--- config.mk ---
export PLATFORM = sky130hd
export DESIGN_NAME = uart_tx
export DESIGN_NICKNAME = d
export VERILOG_FILES = /design/src/rtl/uart_pkg.sv /design/src/rtl/uart_tx.sv
export SDC_FILE = /design/constraint.sdc
export NUM_CORES = 1
export LEC_CHECK = 0
export CAP_MARGIN = 30
export CELL_PAD_IN_SITES_DETAIL_PLACEMENT = 0
export CELL_PAD_IN_SITES_GLOBAL_PLACEMENT = 1
export CORE_ASPECT_RATIO = 0.7
export CORE_MARGIN = 2
export CORE_UTILIZATION = 45
export DETAILED_ROUTE_END_ITERATION = 10
export PLACE_DENSITY_LB_ADDON = 0.12
export SYNTH_ARGS = -nofsm -noshare
export SYNTH_HDL_FRONTEND = slang
export SYNTH_SLANG_ARGS = --single-unit
--- constraint.sdc ---
create_clock -name clk -period 3.25 [get_ports clk]
set_input_delay 0.65 -clock clk [delete_from_list [all_inputs] [get_ports clk]]
set_output_delay 0.65 -clock clk [all_outputs]
set_load 0.02 [all_outputs]
--- src/rtl/uart_pkg.sv ---
// Definitions shared by the UART transmitter and receiver.
package uart_pkg;

  typedef enum logic [1:0] {
    IDLE,
    START,
    DATA,
    STOP
  } uart_state_e;

  localparam int unsigned DEF_CLKS_PER_BIT = 434;
  localparam int unsigned DEF_DATA_BITS    = 8;

endpackage

--- src/rtl/uart_tx.sv ---
// UART transmitter: 1 start bit, DATA_BITS data bits LSB first, 1 or 2 stop bits.
// Byte and stop-bit select are captured when a request is accepted in IDLE.
module uart_tx
  import uart_pkg::*;
#(
  parameter int unsigned CLKS_PER_BIT = DEF_CLKS_PER_BIT,
  parameter int unsigned DATA_BITS    = DEF_DATA_BITS
) (
  input  logic                 clk,
  input  logic                 reset,
  input  logic                 snum,
  input  logic [DATA_BITS-1:0] d_tx,
  input  logic                 tx_start,
  output logic                 tx,
  output logic                 tx_busy,
  output logic                 tx_done
);

  localparam int unsigned BaudW = $clog2(CLKS_PER_BIT);
  localparam int unsigned BitW  = (DATA_BITS > 2) ? $clog2(DATA_BITS) : 1;

  localparam logic [BaudW-1:0] BaudLast = BaudW'(CLKS_PER_BIT - 1);
  localparam logic [BitW-1:0]  DataLast = BitW'(DATA_BITS - 1);

  uart_state_e          state_q, state_d;
  logic [BaudW-1:0]     baud_q, baud_d;
  logic [BitW-1:0]      bit_q, bit_d;
  logic [DATA_BITS-1:0] shreg_q, shreg_d;
  logic                 snum_q, snum_d;
  logic                 tx_q, tx_d;
  logic                 busy_q, busy_d;
  logic                 done_q, done_d;
  logic                 baud_end;

  assign baud_end = (baud_q == BaudLast);

  always_comb begin
    state_d = state_q;
    baud_d  = baud_q;
    bit_d   = bit_q;
    shreg_d = shreg_q;
    snum_d  = snum_q;
    tx_d    = tx_q;
    busy_d  = busy_q;
    done_d  = 1'b0;

    if (state_q != IDLE) begin
      baud_d = baud_end ? '0 : baud_q + BaudW'(1);
    end

    unique case (state_q)
      IDLE: begin
        tx_d = 1'b1;
        if (tx_start) begin
          shreg_d = d_tx;
          snum_d  = snum;
          baud_d  = '0;
          bit_d   = '0;
          tx_d    = 1'b0;
          busy_d  = 1'b1;
          state_d = START;
        end
      end
      START: begin
        if (baud_end) begin
          bit_d   = '0;
          tx_d    = shreg_q[0];
          state_d = DATA;
        end
      end
      DATA: begin
        if (baud_end) begin
          if (bit_q == DataLast) begin
            bit_d   = '0;
            tx_d    = 1'b1;
            state_d = STOP;
          end else begin
            shreg_d = shreg_q >> 1;
            bit_d   = bit_q + BitW'(1);
            tx_d    = shreg_d[0];
          end
        end
      end
      STOP: begin
        // bit_q counts stop bits already sent; the latched snum is the last index.
        if (baud_end) begin
          if (bit_q == BitW'(snum_q)) begin
            tx_d    = 1'b1;
            busy_d  = 1'b0;
            done_d  = 1'b1;
            state_d = IDLE;
          end else begin
            bit_d = bit_q + BitW'(1);
          end
        end
      end
      default: state_d = IDLE;
    endcase
  end

  always_ff @(posedge clk) begin
    if (reset) begin
      state_q <= IDLE;
      baud_q  <= '0;
      bit_q   <= '0;
      shreg_q <= '0;
      snum_q  <= 1'b0;
      tx_q    <= 1'b1;
      busy_q  <= 1'b0;
      done_q  <= 1'b0;
    end else begin
      state_q <= state_d;
      baud_q  <= baud_d;
      bit_q   <= bit_d;
      shreg_q <= shreg_d;
      snum_q  <= snum_d;
      tx_q    <= tx_d;
      busy_q  <= busy_d;
      done_q  <= done_d;
    end
  end

  assign tx      = tx_q;
  assign tx_busy = busy_q;
  assign tx_done = done_q;

endmodule

==> results_slide.txt, run 1 <==
Synthesis and Place & Route Summary

STA
  – Final Hold Fails: 0
  – Maximum achievable frequency: 457 MHz
  – Final cycle utilization of the critical path: 0.673
  – Setup violations, final: 0
  – Actual slew at the worst max-slew pin: 0.959 ns
  – Clock skew: 0.00329 ns
  – Worst max-slew margin expressed relative to the limit: 0.359
  – Post-route worst setup slack: 1.06 ns
  – Unrepaired setup endpoints after global routing: no

Min path
  – Worst min path class: reg -> reg

Logic synthesis
  – AO/OA Area Share: 0.178
  – Mean Syn Cell Area: 8.95 um2
  – Share of flip-flops with an asynchronous set or reset: 0
  – Cell total in the yosys stat output: 159
  – Netlist area before placement: 1420 um2
  – Main flop type after synthesis: dfxtp_1
  – Total of flip-flops plus latches after synthesis: 26
  – YS chip area: 1420 um2
  – Top comb family, area: simple AND/OR/NAND/NOR gates
  – Area share of xor/xnor cells in the synthesized design: 0.0123
  – Multiplexer share of the synthesized area: 0.112
  – Post-synthesis share of cell area spent on full adders, half adders and majority gates: 0.0704
  – Post-synth tally of flip-flops with integrated enable: 0
  – Number of nets at floorplan: 179

Global route
  – GRT Residual Overflow: 0
  – First-pass GRT wire length: 4940 um
  – Vias in the first global route: 1053
  – Pin count of the biggest net entering global routing: 27
  – Initial antenna violation count: 0

Layout
  – Most frequent logic cells in the routed design: dfxtp_1, nor2_1, a21oi_1, clkdlybuf4s50_1
  – Number of antenna diodes: 0
  – Fin nets: 190
  – Layout cells sized above 1: 0.130
  – Most numerous logic cell after layout: dfxtp_1

Critical path
  – Buffers & Inverters on Critical Path: 0
  – Kind of cell adding the most delay to the critical path: simple AND/OR/NAND/NOR gates
  – List of cells traversed by the critical path: or4b_1 > o31ai_1 > o211ai_2 > mux2i_1 > nor2_1
  – Critical path arrival: 2.32 ns
  – Nature of the critical path endpoint: flop
  – Largest fanout on the critical path: 8
  – Setup slack of the worst register-to-register path: 1.06 ns
  – Required arrival time at the worst endpoint: 3.38 ns
  – Type of the setup path with the least slack: reg -> reg

Floorplan
  – Die Height: 51.0 um
  – Number of placement rows: 17
  – FP Util: 0.461
  – Floorplan die area: 3630 um2
  – Die x size: 71.2 um
  – Number of top-level design ports: 15

Power and ir drop
  – Maximum ir drop on the vdd rail: 484 uV
  – Pwr/cell area: 787 nW/um2

Placement
  – Setup slack after placement: 0.863 ns
  – Number of buffers inserted by port buffering: 14
  – Half-perimeter wire length after placement: 2050 um

Clock tree
  – Post-CTS sizing: 0
  – Buffer count from post-CTS setup fixing: 0
  – Number of buffers on the longest clock path: 2
  – Root buffer selected by CTS: clkbuf_8
  – Level count of the clock H-tree: 1
  – CTS tree: built
  – Clock sink total: 26
  – TritonCTS Buffers: 3
  – Insertion delay to the later sink of the worst-skew pair: 0.27 ns

Detailed routing
  – Total length of routed wires: 2870 um
  – DR vias/cell: 5.58
  – Initial DRC count: 71
  – Remaining design rule violation count: 0
  – Routed Antenna Nets: 0
  – First-pass iteration count of the detailed router: 5

Run status
  – Result of the run: finished clean

Job
  – Maximum capacitance violations: 0
[run 1: worst min-delay path: cells and delay by family, from the launching register on]
kind	cells	cell delay [ns]
compound gates	1	0.05
flops	1	0.32
simple gates	1	0.05
[run 1: cell families (layout without fill, tap and decap cells)]
group / Yosys count / count (layout)
AOI/OAI and AO/OA: 37 / 37
xor gates and xnor gates: 2 / 2
adders and majority gates: 8 / 8
buffers and inverters: 12 / 22
DFF: 26 / 26
muxes: 15 / 15
and+or+nand+nor: 59 / 59
[run 1: path summary, 6_finish.rpt]
path                end  cells past startpoint        from
max          shreg_q[3]                      5   baud_q[2]
min          shreg_q[7]                      2  shreg_q[7]
max reg2reg  shreg_q[3]                      5   baud_q[2]
min reg2reg  shreg_q[7]                      2  shreg_q[7]
[run 1: flip-flops by register name, summed over array words and instances, names as in the netlist]
| signal | cells |
|---|---|
| baud_q | 9 |
| shreg_q | 8 |
| bit_q | 3 |
| state_q | 2 |
| snum_q | 1 |
| tx | 1 |
| tx_busy | 1 |
| tx_done | 1 |
[run 1: synth_stat cells (all sizes together) (3+ instances only)]
master | n | area [um2]
or2 | 3 | 18.8
nand4 | 3 | 31.3
or3 | 3 | 18.8
nor2b | 3 | 18.8
a21oi | 14 | 70.1
inv | 4 | 15.0
mux2i | 8 | 80.1
mux2 | 7 | 78.8
o21ai | 10 | 50.1
ha | 8 | 100
nor3 | 4 | 20.0
clkbuf | 6 | 22.5
nor2 | 19 | 78.8
dfxtp | 26 | 521
nand2 | 10 | 37.5
nand3 | 4 | 20.0
nor4 | 3 | 18.8
[run 1: metrics by stage]
step           hold slack [ns]  area (um2)  total power, uW  std cells
6_report                 0.462        1630             1280        207
5_1_grt                  0.505        1630             1380        207
4_1_cts                  0.463        1630             1280        207
3_5_place_dp             0.450        1570             1070        203
3_3_place_gp             0.442        1570             1060        203
2_1_floorplan            0.428        1420              932        159
[run 1: power by group]
group | switching [uW] | total [uW] | internal, uW
registers | 54.8 | 450 | 395
logic | 353 | 622 | 268
clock network | 100 | 208 | 108
[run 1: layout make-up]
type	count	area, um2	area share
Multi-Input combinational cell	121	848	0.522
Sequential cell	26	520	0.320
Timing Repair Buffer	14	140	0.0862
Clock buffer	4	55.1	0.0338
Tap cell	38	47.5	0.0292
Inverter	4	15.0	0.00923
[run 1: layer usage]
layer  GRT usage  share of wire  vias to the layer above
li1            -              -                      592
met1       0.254           0.54                      525
met2       0.256           0.39                       37
met3      0.0414          0.062                        2
met4      0.0377         0.0045                        0
met5           0              0                        -
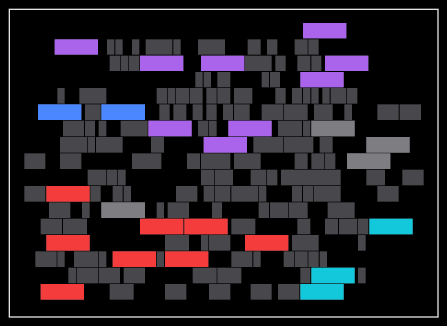
Run 1: register map, names as in the netlist
Scale: 6 px per um. Other sequential cells in the stronger grey, the rest of the logic in the fainter grey.
Key: red = shreg_q [sequential cells 8]; purple = baud_q [sequential cells 9, where top middle]; cyan = bit_q [sequential cells 3]; blue = state_q [sequential cells 2]
power consumed by sequential cells: 450 uW
Seq area share: 0.320

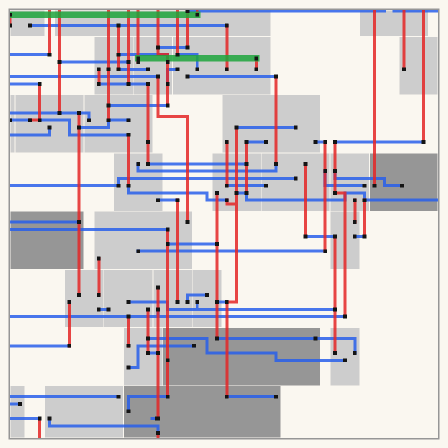
Run 1: a small window of the routed layout
Window x 43 to 63, y 3 to 23 um. Cells in grey, sequential cells in the stronger grey; small squares are vias.
Key: blue = M1; red = M2; green = M3
Most frequent: nand2_1 (3), o21ai_0 (3), a21oi_1 (3). Sequential cells in the window: 2. 21 logic cells have their middle in the window. Netlist names of flops here include bit_q (2).

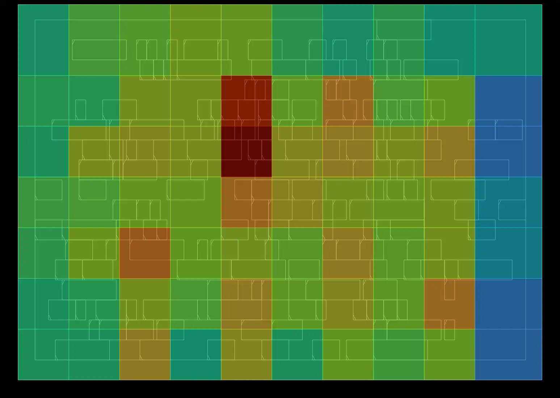
Run 1: routing congestion map
share of the core filled with cells: 0.527
average wire per standard cell: 13.9 um
GR Layer Usage met3: 0.0414
Global Route met1 Usage: 0.254
total track usage: 0.173

Run 1, clock wires, drivers and flops:
Scale: 4 px per um.
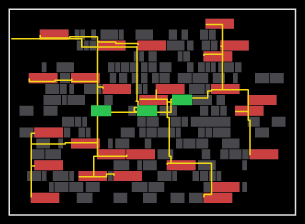

==> inputs of run 2 (changes only) <==
Settings changed: CORE_UTILIZATION 45 to 38.
Clock period 3.25 ns to 1.9 ns, I/O delays scaled along.
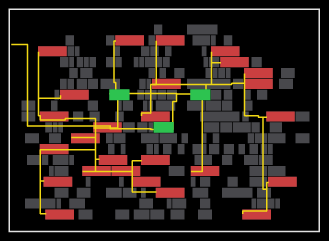
Run 2: clock wires, drivers and flops
Scale: 4 px per um.
Key: yellow = clock wires [length 369 um]; red = flip-flops [count 26]; green = clock-net drivers [count 3]
Position of the flops: widely spread.

==> run 2 against run 1 <==
Sequential share of layout area down 3.7 points; non-clock buffer count up 18; clock power up 120%; sequential power up 69%; critical path depth unchanged; register-to-register slack worse by 0.99 ns; critical endpoint is now state_q[0]; largest power group unchanged.
==> results_slide.txt, run 2 <==
Synthesis and Place & Route Summary

Critical path
  – Nature of the critical path endpoint: flop
  – Critical path arrival: 2.00 ns (-0.32 ns)
  – Largest fanout on the critical path: 6 (-2)
  – Type of the setup path with the least slack: reg -> reg
  – Setup slack of the worst register-to-register path: 0.07 ns (-0.99 ns)
  – Reg-to-reg startpoint: baud_q[3]
  – Worst reg-to-reg path cell count: 5 (unchanged)
  – Critical path startpoint category: flop
  – Destination of the worst register-to-register timing path: state_q[0]
  – Required arrival time at the worst endpoint: 2.07 ns (-1.31 ns)

Logic synthesis
  – YS warnings: 0
  – Share of flip-flops with an asynchronous set or reset: 0 (unchanged)
  – Netlist area before placement: 1420 um2 (unchanged)
  – YS chip area: 1420 um2 (unchanged)
  – Cell total in the yosys stat output: 159 (unchanged)
  – Total of flip-flops plus latches after synthesis: 26 (unchanged)
  – Most common library cells after synthesis: dfxtp_1, nor2_1, a21oi_1, nand2_1, o21ai_0
  – Main flop type after synthesis: dfxtp_1
  – Mean Syn Cell Area: 8.95 um2 (unchanged)
  – Leading area contributor after synthesis: dfxtp_1
  – Post-synth tally of flip-flops with integrated enable: 0 (unchanged)
  – Number of nets at floorplan: 179 (unchanged)
  – Top cells, area: dfxtp_1, ha_1, mux2i_1
  – Top cell type by instance count after synthesis: dfxtp_1
  – Synth top area share: 0.366 (unchanged)

STA
  – Setup violations, final: 0 (unchanged)
  – Smallest hold slack: 0.463 ns (+0.000948 ns)
  – Final cycle utilization of the critical path: 0.962 (+0.288)
  – Post-route worst setup slack: 0.0731 ns (-0.989 ns)
  – Worst max-slew margin expressed relative to the limit: 0.708 (+0.349)
  – Actual slew at the worst max-slew pin: 0.438 ns (-0.521 ns)
  – Clock skew: 0.00183 ns (-0.00145 ns)
  – Unrepaired setup endpoints after global routing: yes
  – Maximum achievable frequency: 547 MHz (+20%)
  – Final Hold Fails: 0 (unchanged)

Clock tree
  – Clock sink total: 26 (unchanged)
  – Root buffer selected by CTS: clkbuf_8
  – Insertion delay to the later sink of the worst-skew pair: 0.27 ns (about the same)
  – Level count of the clock H-tree: 1 (unchanged)
  – CTS tree: built
  – Number of buffers on the longest clock path: 2 (unchanged)
  – TritonCTS Buffers: 3 (unchanged)

Global route
  – GRT Residual Overflow: 0 (unchanged)
  – Vias in the first global route: 1234 (+17%)
  – Pin count of the biggest net entering global routing: 16 (-41%)
  – Total track usage: 0.176 (+0.00234)
  – Initial antenna violation count: 0 (unchanged)
  – First-pass GRT wire length: 5730 um (+16%)

Power and ir drop
  – Power spent charging and discharging nets: 964 uW (+90%)
  – Proportion of power drawn by combinational gates: 0.520 (+0.034)
  – Pwr/cell area: 1390 nW/um2 (+76%)
  – Relative contribution of the clock network to total power: 0.183 (+0.020)
  – Maximum ir drop on the vdd rail: 480 uV (-0.69%)
  – Cell Int Power: 1590 uW (+110%)
  – Switching share of power: 0.377 (-0.0201)
  – Sequential Power Share: 0.297 (-0.055)
  – Final total power: 2560 uW (+100%)

Floorplan
  – FP Util: 0.400 (-0.0615)
  – Die Height: 55.2 um (+8.1%)
  – Number of placement rows: 18 (+1)
  – Die x size: 77.1 um (+8.3%)
  – Floorplan die area: 4260 um2 (+17%)

Min path
  – Worst-case hold path end point: shreg_q[7]
  – Worst min path class: reg -> reg
  – Hold path startpoint: shreg_q[7]
  – Cell depth of the worst hold path: 2 (unchanged)

Placement
  – Setup slack after placement: -0.0647 ns (-0.928 ns)
  – Number of buffers inserted by port buffering: 14 (unchanged)
  – Half-perimeter wire length after placement: 2460 um (+20%)

Detailed routing
  – First-pass iteration count of the detailed router: 4 (-1)
  – Routed Antenna Nets: 0 (unchanged)
  – Total length of routed wires: 3410 um (+19%)
  – Initial DRC count: 58 (-18%)
  – DR vias/cell: 5.33 (-4.5%)
  – Remaining design rule violation count: 0 (unchanged)
  – Average wire per standard cell: 14.4 um (+3.9%)

Job
  – Maximum capacitance violations: 0 (unchanged)

Layout
  – Max FFs per register: 9 (unchanged)
  – Number of antenna diodes: 0 (unchanged)
  – Fin nets: 208 (+9.5%)
  – Most numerous logic cell after layout: dfxtp_1
  – Register with the most flip-flops: baud_q
  – Most frequent logic cells in the routed design: dfxtp_1, nor2_1, buf_4
  – Regs by FF count: baud_q x9, shreg_q x8, bit_q x3

Run status
  – Result of the run: finished clean
run 2: cell type report:
cell class / instances / area (um2) / area share
repair buffers: 32 / 275 / 0.149
inverters: 4 / 15.0 / 0.00815
clock inverters: 1 / 30.0 / 0.0163
clock buffers: 3 / 41.3 / 0.0224
well taps: 50 / 62.6 / 0.0340
multi-input cells: 121 / 897 / 0.487
flip-flops and latches: 26 / 520 / 0.283
run 2: cell families after synthesis:
logic type                 synth area share
and+or+nand+nor                       0.224
AOI/OAI and AO/OA                     0.178
DFF                                   0.366
muxes                                 0.112
buffers and inverters                0.0378
adders and majority gates            0.0704
xor gates and xnor gates             0.0123
run 2: per-stage QoR:
| step | cell area (um2) | utilization | std cells | TNS, ns |
|---|---|---|---|---|
| finish | 1840 | 0.518 | 237 | 0 |
| floorplan | 1420 | - | 159 | 0 |
| CTS | 1810 | 0.510 | 238 | -0.0843 |
| detailed placement | 1710 | 0.482 | 232 | -0.403 |
| global route | 1840 | 0.518 | 237 | -0.0864 |
| global placement | 1710 | 0.482 | 232 | -0.141 |
run 2: worst max path at each step:
stage,slack (ns),cells after the start,startpoint,to
2_1_floorplan,0.02,6,baud_q[3],shreg_q[0]
3_3_place_gp,-0.03,6,baud_q[3],shreg_q[0]
3_5_place_dp,-0.06,6,baud_q[3],shreg_q[0]
4_1_cts,-0.03,6,baud_q[3],state_q[0]
5_1_grt,-0.03,5,baud_q[3],state_q[1]
6_report,0.07,5,baud_q[3],state_q[0]
run 2: worst max-delay path: stages (launching register included):
cell      delay (ns)
dfxtp_1         0.32
or4b_4          0.60
o41ai_4         0.35
nand4_2         0.22
nor3_2          0.17
a211oi_2        0.06
run 2: repair_timing:
item                                    CTS  global route
pin swaps                                 2             2
setup buffers                             2             0
hold buffers                              0             0
endpoints found under the setup margin   10            17
resized                                   3             7
run 2: layer usage:
metal / GRT usage / vias to the layer above / share of wire
met3: 0.0406 / 0 / 0.040
met2: 0.294 / 26 / 0.44
met1: 0.237 / 608 / 0.52
li1: - / 630 / -
met5: 0 / - / 0
met4: 0.0357 / 0 / 0
run 2: power by group through the flow:
stage / Clock, uW / Combinational (uW) / Sequential, uW
after CTS: 482 / 1270 / 762
after global routing: 496 / 1480 / 782
after global placement: 0 / 1170 / 767
after detailed placement: 0 / 1190 / 774
final: 467 / 1330 / 761
after floorplan: 0 / 817 / 778
==> inputs of run 3 (changes only) <==
Settings changed: CAP_MARGIN 30 to 20.
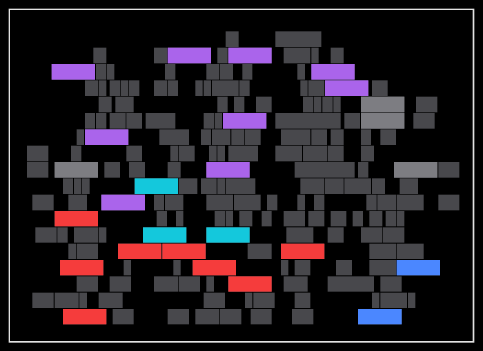
Run 3: register map, names as in the netlist
Scale: 6 px per um. Other sequential cells in the stronger grey, the rest of the logic in the fainter grey.
Key: blue = state_q [sequential cells 2]; red = shreg_q [sequential cells 8]; cyan = bit_q [sequential cells 3]; purple = baud_q [sequential cells 9]
register cell area after layout: 520 um2
power consumed by sequential cells: 761 uW
Seq area share: 0.283

==> run 3 against run 2 <==
Sequential share of layout area is the same; synthesized area is the same; register-to-register slack is essentially flat; flip-flop count is the same; routed wire length is the same; combinational power is essentially flat; sequential power is essentially flat; power is the same; highest routed layer unchanged; synthesized cell count is the same; worst setup slack is the same; clock power is essentially flat; cell area is the same.
==> results_slide.txt, run 3 <==
Synthesis and Place & Route Summary

STA
  – Maximum achievable frequency: 547 MHz (unchanged)
  – Clock skew: 0.00183 ns (unchanged)
  – Setup violations, final: 0 (unchanged)
  – Final cycle utilization of the critical path: 0.962 (unchanged)

Detailed routing
  – Average wire per standard cell: 14.4 um (unchanged)
  – Initial DRC count: 58 (unchanged)
  – First-pass iteration count of the detailed router: 4 (unchanged)
  – DR vias/cell: 5.33 (unchanged)
  – Metal2 WL: 1520 um (unchanged)
  – Uppermost routed layer: met3
  – Met3 wire length: 135 um (unchanged)
  – Remaining design rule violation count: 0 (unchanged)

Logic synthesis
  – Top cell type by instance count after synthesis: dfxtp_1
  – Total of flip-flops plus latches after synthesis: 26 (unchanged)
  – YS warnings: 0 (unchanged)
  – Leading area contributor after synthesis: dfxtp_1
  – Post-synth tally of flip-flops with integrated enable: 0 (unchanged)
  – Most common library cells after synthesis: dfxtp_1, nor2_1, a21oi_1, nand2_1, o21ai_0
  – Main flop type after synthesis: dfxtp_1
  – Top cells, area: dfxtp_1, ha_1, mux2i_1
  – Netlist area before placement: 1420 um2 (unchanged)

Layout
  – Max FFs per register: 9 (unchanged)
  – Register with the most flip-flops: baud_q
  – Most frequent logic cells in the routed design: dfxtp_1, nor2_1, buf_4
  – Fin nets: 208 (unchanged)
  – Regs by FF count: baud_q x9, shreg_q x8, bit_q x3
  – Number of antenna diodes: 0 (unchanged)

Clock tree
  – Number of buffers on the longest clock path: 2 (unchanged)
  – Post-cts hold buffer count: 0 (unchanged)
  – Insertion delay to the later sink of the worst-skew pair: 0.27 ns (about the same)
  – CTS tree: built
  – Clock sink total: 26 (unchanged)
  – TritonCTS Buffers: 3 (unchanged)

Placement
  – Half-perimeter wire length after placement: 2460 um (unchanged)
  – Area after detailed placement: 1710 um2 (unchanged)
  – Number of buffers inserted by port buffering: 14 (unchanged)
  – Setup slack after placement: -0.0647 ns (unchanged)

Critical path
  – Logic depth of the worst path, buffers included: 5 (unchanged)
  – Setup slack of the worst register-to-register path: 0.07 ns (about the same)
  – Critical path startpoint category: flop
  – Buffers & Inverters on Critical Path: 0 (unchanged)
  – Required arrival time at the worst endpoint: 2.07 ns (about the same)
  – Critical path arrival: 2.00 ns (about the same)
  – Worst reg-to-reg path cell count: 5 (unchanged)
  – Reg-to-reg startpoint: baud_q[3]
  – Library cell contributing the largest single delay on the critical path: or4b_4
  – Destination of the worst register-to-register timing path: state_q[0]
  – List of cells traversed by the critical path: or4b_4 > o41ai_4 > nand4_2 > nor3_2 > a211oi_2

Global route
  – Pin count of the biggest net entering global routing: 16 (unchanged)
  – GRT Residual Overflow: 0 (unchanged)
  – Total track usage: 0.176 (unchanged)

Floorplan
  – Floorplan die area: 4260 um2 (unchanged)
  – Number of placement rows: 18 (unchanged)
  – FP Util: 0.400 (unchanged)
  – Die Height: 55.2 um (unchanged)

Job
  – Maximum capacitance violations: 0 (unchanged)

Run status
  – Result of the run: finished clean

Min path
  – Cell depth of the worst hold path: 2 (unchanged)
[run 3: cell families after synthesis]
kind of cell | Yosys count | share of synthesized area
DFF | 26 | 0.366
xor gates and xnor gates | 2 | 0.0123
adders and majority gates | 8 | 0.0704
buffers and inverters | 12 | 0.0378
AOI/OAI and AO/OA | 37 | 0.178
and+or+nand+nor | 59 | 0.224
muxes | 15 | 0.112
[run 3: repair_timing]
| item | CTS | global route |
|---|---|---|
| pin swaps | 2 | 2 |
| setup buffers | 2 | 0 |
| resized | 3 | 7 |
| setup endpoints to repair | 10 | 17 |
[run 3: how the worst max path moves through the flow]
stage | startpoint | endpoint | slack (ns)
after floorplan | baud_q[3] | shreg_q[0] | 0.02
after global placement | baud_q[3] | shreg_q[0] | -0.03
after detailed placement | baud_q[3] | shreg_q[0] | -0.06
after CTS | baud_q[3] | state_q[0] | -0.03
after global routing | baud_q[3] | state_q[1] | -0.03
final | baud_q[3] | state_q[0] | 0.07
[run 3: cell type report]
cell class / count / area, um2 / share of cell area
Clock buffer: 3 / 41.3 / 0.0224
Clock inverter: 1 / 30.0 / 0.0163
Inverter: 4 / 15.0 / 0.00815
Multi-Input combinational cell: 121 / 897 / 0.487
Sequential cell: 26 / 520 / 0.283
Tap cell: 50 / 62.6 / 0.0340
Timing Repair Buffer: 32 / 275 / 0.149
[run 3: layer usage]
layer  vias up  track usage
met4         0       0.0357
met1       608        0.237
li1        630            -
met2        26        0.294
met5         -            0
met3         0       0.0406
[run 3: through the flow]
stage                     total power, uW  std cells  TNS [ns]   util  hold slack, ns
after floorplan                      1590        159         0      -           0.428
after global placement               1930        232    -0.141  0.482           0.450
after detailed placement             1960        232    -0.403  0.482           0.446
after CTS                            2510        238   -0.0843  0.510           0.461
after global routing                 2750        237   -0.0864  0.518           0.490
final                                2560        237         0  0.518           0.463
[run 3: power by group]
| part | total, uW | switching (uW) | internal, uW |
|---|---|---|---|
| combinational | 1330 | 694 | 636 |
| sequential | 761 | 85.2 | 676 |
| clock | 467 | 185 | 282 |
| total | 2560 | 964 | 1590 |
[run 3: worst min-delay path, stage by stage (launching register included)]
cell,delay [ns]
dfxtp_1,0.32
nand2_1,0.06
a21oi_1,0.05

==> layout pictures side by side <==
Metal layers overlaid.
picture 1
Scale: 6 px per um.
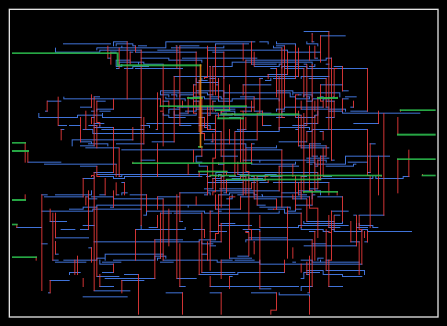
picture 2
Scale: 4 px per um.
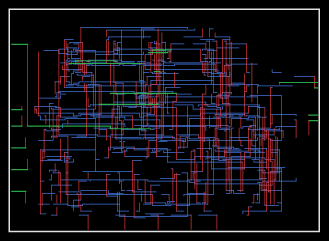
Of these, most wire: picture 2
Of these, largest die: picture 2
| from | picture |
|---|---|
| run 1 | picture 1 |
| run 2 | picture 2 |

Power is estimated from default activity; no workload was simulated.
